--- config.mk ---
export PLATFORM = sky130hd
export DESIGN_NAME = init_loader
export DESIGN_NICKNAME = d
export VERILOG_FILES = /design/src/rtl/init_loader_pkg.sv /design/src/rtl/init_loader_chunk_shifter.sv /design/src/rtl/init_loader.sv
export SDC_FILE = /design/constraint.sdc
export NUM_CORES = 1
export LEC_CHECK = 0
export CAP_MARGIN = 20
export CORE_AREA = 2 2 39 41
export DETAILED_ROUTE_END_ITERATION = 10
export DIE_AREA = 0 0 41 43
export PLACE_DENSITY = 0.66
export SETUP_SLACK_MARGIN = 0.02
export SYNTH_ARGS = -nofsm -noshare
export SYNTH_HDL_FRONTEND = slang
export SYNTH_SLANG_ARGS = --single-unit
--- constraint.sdc ---
create_clock -name clk -period 1.35 [get_ports clk]
set_input_delay 0.135 -clock clk [delete_from_list [all_inputs] [get_ports clk]]
set_output_delay 0.135 -clock clk [all_outputs]
set_load 0.005 [all_outputs]
--- src/rtl/init_loader_pkg.sv ---
// Shared types and sizing helpers for the serial init-word loader.
package init_pkg;

    typedef enum logic [1:0] {
        IDLE,
        COLLECT,
        LOAD
    } init_state_t;

    function automatic int calcChunks(input int size, input int chunk);
        return size / chunk;
    endfunction

    // One extra count value so the counter can hold N after the final chunk.
    function automatic int calcCntWidth(input int n);
        return $clog2(n + 1);
    endfunction

endpackage

--- src/rtl/init_loader_chunk_shifter.sv ---
// MSB-first shift register that packs CHUNK-wide slices into a SIZE-bit word.
module chunk_shifter #(
    parameter int SIZE  = 4,
    parameter int CHUNK = 1
) (
    input  logic             clk,
    input  logic             rst,
    input  logic             i_clr,
    input  logic             i_shift,
    input  logic [CHUNK-1:0] i_din,
    output logic [SIZE-1:0]  o_q
);

    logic [SIZE-1:0] r_shreg;

    generate
        if (CHUNK == SIZE) begin : g_whole
            // A single chunk fills the word, so there is nothing to shift out.
            always_ff @(posedge clk) begin
                if (rst) begin
                    r_shreg <= '0;
                end else if (i_clr) begin
                    r_shreg <= '0;
                end else if (i_shift) begin
                    r_shreg <= i_din;
                end
            end
        end else begin : g_shift
            always_ff @(posedge clk) begin
                if (rst) begin
                    r_shreg <= '0;
                end else if (i_clr) begin
                    r_shreg <= '0;
                end else if (i_shift) begin
                    r_shreg <= {r_shreg[SIZE-CHUNK-1:0], i_din};
                end
            end
        end
    endgenerate

    assign o_q = r_shreg;

endmodule

--- src/rtl/init_loader.sv ---
// Collects SIZE/CHUNK chunks over valid/ready after a start command, then
// strobes the assembled word into the downstream init register for one cycle.
module init_loader
    import init_pkg::*;
#(
    parameter int SIZE  = 4,
    parameter int CHUNK = 1
) (
    input  logic             clk,
    input  logic             rst,
    input  logic             i_start,
    input  logic             i_in_valid,
    input  logic [CHUNK-1:0] i_in_data,
    output logic             o_in_ready,
    output logic [SIZE-1:0]  o_val,
    output logic             o_en,
    output logic             o_busy
);

    localparam int N     = calcChunks(SIZE, CHUNK);
    localparam int CNT_W = calcCntWidth(N);
    localparam logic [CNT_W-1:0] LAST_CNT = CNT_W'(N - 1);

    generate
        if ((SIZE % CHUNK) != 0) begin : g_bad_chunk
            $error("init_loader: SIZE must be a multiple of CHUNK");
        end
    endgenerate

    init_state_t      r_state;
    init_state_t      w_nextState;
    logic [CNT_W-1:0] r_cnt;
    logic             w_accept;
    logic             w_clr;

    assign w_accept = (r_state == COLLECT) && i_in_valid;
    assign w_clr    = (r_state == IDLE) && i_start;

    always_ff @(posedge clk) begin
        if (rst) begin
            r_state <= IDLE;
            r_cnt   <= '0;
        end else begin
            r_state <= w_nextState;
            if (w_clr) begin
                r_cnt <= '0;
            end else if (w_accept) begin
                r_cnt <= r_cnt + CNT_W'(1);
            end
        end
    end

    always_comb begin
        w_nextState = r_state;
        unique case (r_state)
            IDLE: begin
                if (i_start) begin
                    w_nextState = COLLECT;
                end
            end
            COLLECT: begin
                if (w_accept && (r_cnt == LAST_CNT)) begin
                    w_nextState = LOAD;
                end
            end
            LOAD: begin
                w_nextState = IDLE;
            end
            default: begin
                w_nextState = IDLE;
            end
        endcase
    end

    // Outputs decode only the registered state, keeping inputs off every output path.
    assign o_in_ready = (r_state == COLLECT);
    assign o_en       = (r_state == LOAD);
    assign o_busy     = (r_state != IDLE);

    chunk_shifter #(
        .SIZE  (SIZE),
        .CHUNK (CHUNK)
    ) u_shifter (
        .clk     (clk),
        .rst     (rst),
        .i_clr   (w_clr),
        .i_shift (w_accept),
        .i_din   (i_in_data),
        .o_q     (o_val)
    );

endmodule

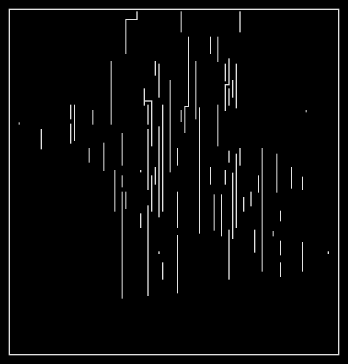
Fig. 1. M2 wires.
Drawn at 8 px/µm.
- main direction: vertical
- share of all routed wire: 44%
- wire length on this layer: 305 µm
via count: 316
met2 global-route usage: 0.128
final WL: 690 µm

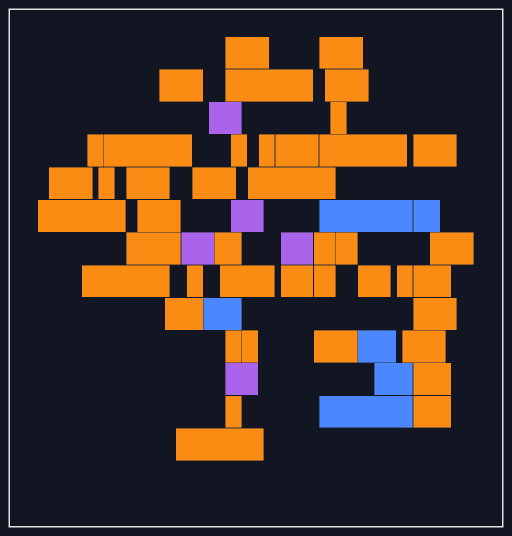
Fig. 2. Sizing map.
Drawn at 12 px/µm.
- orange: drive 1 or less (cells 43; share 80%)
- blue: drive 2 (cells 6; share 11%)
- purple: drive 3 to 4 (cells 5; share 9.3%)
fin area: 547 µm²
Synth-to-Final Area Change: 41.9%

==> results_slide.txt <==
Flow Results at a Glance

Die
  • # Taps: 16
  • Num ports: 12

Critical path
  • Startpoint types: register
  • Kind of critical path: reg -> out
  • Critical Path End Type: output port
  • Reg2reg setup slack: 0.16 ns

Hold path
  • Worst min-delay path endpoint: r_state[0]
  • Critical hold path startpoint: r_state[1]
  • Hold Crit Class: reg -> reg

Placement
  • Area of placed instances: between 500 and 600 µm²

Outcome
  • Outcome: finished, final reports clean

CTS
  • TritonCTS Sinks: 9
  • Clock root buffer: clkbuf_4
  • H-tree depth: 1

Finish
  • Fill count: ~150
  • #MultiIn Comb: 26
  • Logic share of the area: 0.346
  • Final Non-Filler Cells: approximately 70
  • Largest cell class: multi-input combinational cells
  • Seq_cells: 9
  • Comb area: 189 µm²
  • Commonest Layout Cell: clkdlybuf4s50_1
  • Flip-flop count of the largest register after layout: 4
  • Buffering overhead: 0.222

Job
  • Max_cap viols: 0

Logic synthesis
  • Largest cells by area: dfxtp_1, mux2i_1, nor2_1, ha_1, and2b_2
  • Mapped Cells: 38

Drt
  • WL met2: 304 µm
  • Met1 Wirelength: approximately 320 µm
  • # DRC: 0

Power
  • Total power: 0.540 mW
  • Power density over cell area: 988 nW/µm²

Global route
  • Initial antenna violation count: 0
  • GRT overflow: 0
  • Grt peak-use layer: met2

Final timing
  • Max Slew Vio Count: 0
  • Slew margin rel.: 0.839
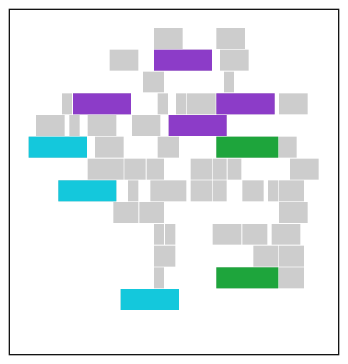
Fig. 3. Where the registers sit.
Drawn at 8 px/µm. Other cells in gray.
- cyan: r_cnt (sequential cells 3)
- green: r_state (sequential cells 2)
- purple: u_shifter.o_q (sequential cells 4; where top middle)
Seq group: 0.276 mW
Seq. cell area: 183 µm²
fin util: 0.395

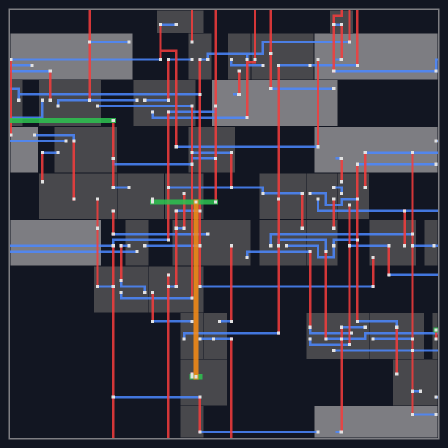
Fig. 4. A small window of the routed layout.
Window x 8 to 33, y 9 to 34 µm. Cells in gray, sequential cells in the stronger gray; small squares are vias.
- orange: met4
- green: met3
- blue: met1
- red: met2
- netlist names of flops here include: u_shifter.o_q (3), r_state (2)
- most frequent: mux2i_1 (4), nor2_1 (4), dfxtp_1 (4)
- cells with their middle in the window: 35
- sequential cells in the window: 6

Power and IR drop assume default switching activity.
